[config.mk]
export PLATFORM = sky130hd
export DESIGN_NAME = pipe_stage_buf
export DESIGN_NICKNAME = d
export VERILOG_FILES = /design/src/rtl/pipe_stage_buf.sv
export SDC_FILE = /design/constraint.sdc
export NUM_CORES = 1
export LEC_CHECK = 0
export CORE_MARGIN = 4
export CORE_UTILIZATION = 45
export CTS_BUF_LIST = sky130_fd_sc_hd__clkbuf_4
export DETAILED_ROUTE_END_ITERATION = 16
export PLACE_DENSITY = 0.73
export REMOVE_ABC_BUFFERS = 1
export SLEW_MARGIN = 10
export SYNTH_ARGS = -nofsm -noshare
export SYNTH_HDL_FRONTEND = slang
export SYNTH_SLANG_ARGS = --single-unit
export TNS_END_PERCENT = 5
[constraint.sdc]
create_clock -name clk -period 4.8 [get_ports clk]
set_input_delay 0.72 -clock clk [delete_from_list [all_inputs] [get_ports clk]]
set_output_delay 0.72 -clock clk [all_outputs]
set_load 0.05 [all_outputs]
[src/rtl/pipe_stage_buf.sv]
// Two-entry (main + skid) pipeline stage register with valid/ready handshake,
// synchronous flush with bubble insertion and a saturating backpressure counter.
module pipe_stage_buf #(
    parameter int unsigned DATA_W     = 32,
    parameter int unsigned CTRL_W     = 16,
    parameter bit          FLUSH_DATA = 1'b0,
    parameter int unsigned CNT_W      = 16
) (
    input  logic              clk,
    input  logic              rst_n,
    input  logic              flush,
    input  logic              in_valid,
    output logic              in_ready,
    input  logic [DATA_W-1:0] in_data,
    input  logic [CTRL_W-1:0] in_ctrl,
    output logic              out_valid,
    input  logic              out_ready,
    output logic [DATA_W-1:0] out_data,
    output logic [CTRL_W-1:0] out_ctrl,
    output logic [1:0]        occupancy,
    output logic [CNT_W-1:0]  stall_cnt
);

    // Encoding doubles as the occupancy count.
    typedef enum logic [1:0] {
        ST_EMPTY = 2'd0,
        ST_MAIN  = 2'd1,
        ST_FULL  = 2'd2
    } state_t;

    state_t            state;
    logic              main_valid;
    logic              ready_q;
    logic [DATA_W-1:0] main_data;
    logic [CTRL_W-1:0] main_ctrl;
    logic [DATA_W-1:0] skid_data;
    logic [CTRL_W-1:0] skid_ctrl;
    logic [CNT_W-1:0]  cnt_q;

    logic acc;
    logic pop;

    assign acc = in_valid & ready_q;
    assign pop = main_valid & out_ready;

    always_ff @(posedge clk or negedge rst_n) begin
        if (!rst_n) begin
            state      <= ST_EMPTY;
            main_valid <= 1'b0;
            ready_q    <= 1'b1;
            main_data  <= '0;
            main_ctrl  <= '0;
            skid_data  <= '0;
            skid_ctrl  <= '0;
        end else if (flush) begin
            state      <= ST_EMPTY;
            main_valid <= 1'b0;
            ready_q    <= 1'b1;
            main_ctrl  <= '0;
            skid_ctrl  <= '0;
            if (FLUSH_DATA) begin
                main_data <= '0;
                skid_data <= '0;
            end
        end else begin
            unique case (state)
                ST_EMPTY: begin
                    if (acc) begin
                        main_data  <= in_data;
                        main_ctrl  <= in_ctrl;
                        main_valid <= 1'b1;
                        state      <= ST_MAIN;
                    end
                end
                ST_MAIN: begin
                    if (pop && acc) begin
                        main_data <= in_data;
                        main_ctrl <= in_ctrl;
                    end else if (pop) begin
                        main_valid <= 1'b0;
                        state      <= ST_EMPTY;
                    end else if (acc) begin
                        skid_data <= in_data;
                        skid_ctrl <= in_ctrl;
                        ready_q   <= 1'b0;
                        state     <= ST_FULL;
                    end
                end
                ST_FULL: begin
                    // in_ready is low here, so no new entry can overtake the skid one.
                    if (pop) begin
                        main_data <= skid_data;
                        main_ctrl <= skid_ctrl;
                        ready_q   <= 1'b1;
                        state     <= ST_MAIN;
                    end
                end
                default: begin
                    state      <= ST_EMPTY;
                    main_valid <= 1'b0;
                    ready_q    <= 1'b1;
                end
            endcase
        end
    end

    always_ff @(posedge clk or negedge rst_n) begin
        if (!rst_n) begin
            cnt_q <= '0;
        end else if (main_valid && !out_ready && (cnt_q != '1)) begin
            cnt_q <= cnt_q + {{(CNT_W-1){1'b0}}, 1'b1};
        end
    end

    assign in_ready  = ready_q;
    assign out_valid = main_valid;
    assign out_data  = main_data;
    assign out_ctrl  = main_valid ? main_ctrl : '0;
    assign occupancy = state;
    assign stall_cnt = cnt_q;

endmodule

==> job_summary.md <==
## Implementation flow summary

| Metric | Value |
|---|---|
| R2R depth | 6 |
| GRT overflow | 0 |
| Top Layout Cells | clkdlybuf4s50_1, dfrtp_1, mux2i_1 |
| Int Power | 2140 uW |
| Routed Antenna Nets | 0 |
| Logic share of the area | 0.330 |
| Pwr Density | ~520 mW/mm^2 |
| Critical path depth | 2 |
| Ys flop type | dfrtp_1 |
| Max capacitance violation total | 0 |
| Largest net degree at the start of global routing | 79 |
| Leakage power | ~0.0028 uW |
| Postcts setup bufs | 0 |
| IO Port Bufs | 120 |
| Ant diodes | 0 |
| Combinational cell power | 1360 uW |
| Status | finished clean |
| Inst Count DP | 712 |
| Sequential share of power | 0.413 |
| Ys async rst share | 1.00 |
| Layout Utilization | 0.598 |
| Slew headroom | 0.252 |
| CTS clk-pin slew, worst paths | 0.11 ns |
| Reg2Reg Capture Point | out_data[6] |
| Worst-Margin Slew | 1.12 ns |
| Synth Area in XOR/XNOR | 0.0131 |
| Clock-cell share of area | 0.0411 |
| Root Buffer Master | clkbuf_4 |
| Fp_density | 0.464 |
| Chip width | 117 um |
| DRC viols | 0 |
| Die area | 0.0137 mm^2 |
| CP Max Fanout | 23 |
| Min-Delay Path Class | in2async |
| Crit. Startpoint | out_valid |
| Post-Syn Area per Cell | 11.2 um^2 |
| Seq power | 1470 uW |
| Largest cells by area | dfrtp_1, mux2i_1, mux2_1 |
| Data required time of the critical path | 4.08 ns |
| Total number of vias | 4017 |
| CP Class | reg2out |
| Non-clock buffer count | 126 |
| Fa+ha+maj area frac | 0.00234 |
| OpenROAD warnings | 25 |
| Routed wl met3 | 761 um |
| Register area | 0.00290 mm^2 |
| Iteration-0 DRC count of the detailed router | 188 |
| Max VDD drop | 335 uV |
| Final Max Slew Viols | 0 |
| Slack of the worst reg-to-reg path | approximately 2.3 ns |
| Final period util | 0.641 |
| CTS H-tree lvls | 4 |
| Final hold slack | around 0.34 ns |
| Count of final hold-check violations | 0 |
| Post-cts gate resize count | 0 |
| Initial antenna violation count | 0 |
| Largest class | flip-flops and latches |
| Core area | 0.0115 mm^2 |
| Non-clock buffer share | 0.180 |
| Cell accounting for the most synthesized area | dfrtp_1 |
| Final TNS setup | 0 ns |
| Non-clk invs | 2 |
| Comb area leader | multiplexers |
| Final Critical Period | 3.08 ns |
| Crit path largest cell delay | 0.82 ns |
### Met1 routing

Bar = 20 um. Supply wires on this layer in gray.
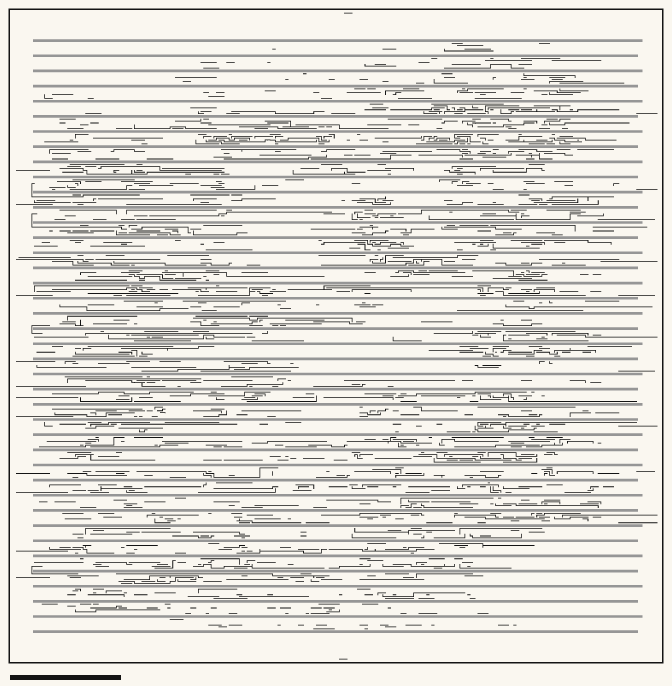
- longest straight run: 29.9 um
- wire length on this layer: 5660 um
- main direction: horizontal
- share of all routed wire: 46%

### Clock nets

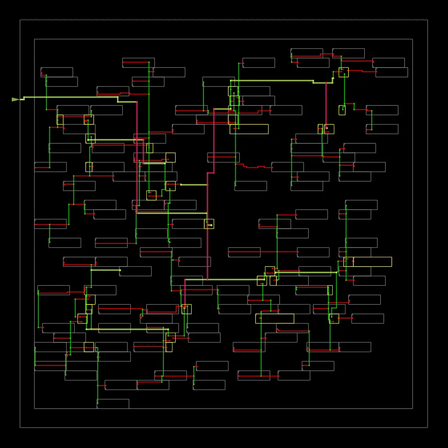
power in the clock group: 722 uW
clock sinks: 116

### M3 wires

Bar = 20 um. Cells faint in the background.
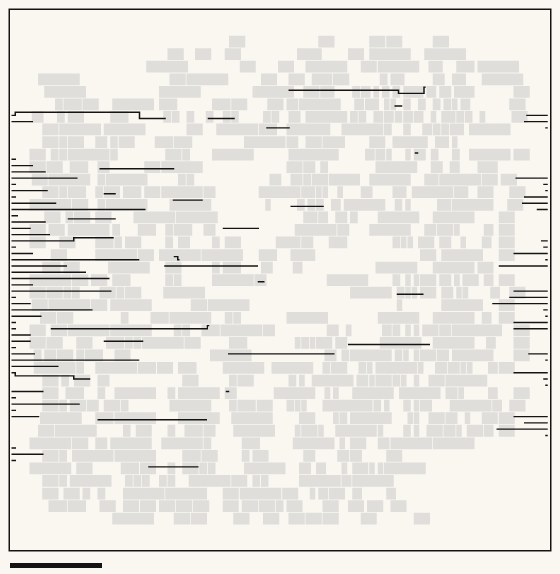
- wire length on this layer: 761 um
- nets with wire on the layer: 84
- share of all routed wire: 6.2%
- longest straight run: 33.8 um

### Met4 routing

Supply wires on this layer in gray.
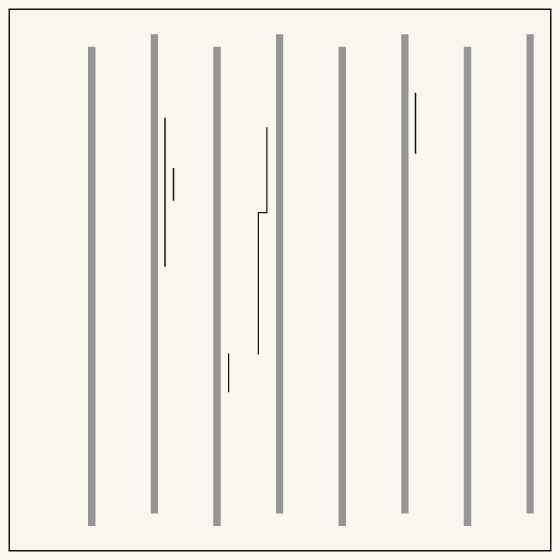
- nets with wire on the layer: 2
- wire length on this layer: 111 um
- share of all routed wire: 0.90%
- main direction: vertical
- longest straight run: 32.0 um

Power and IR drop assume default switching activity.
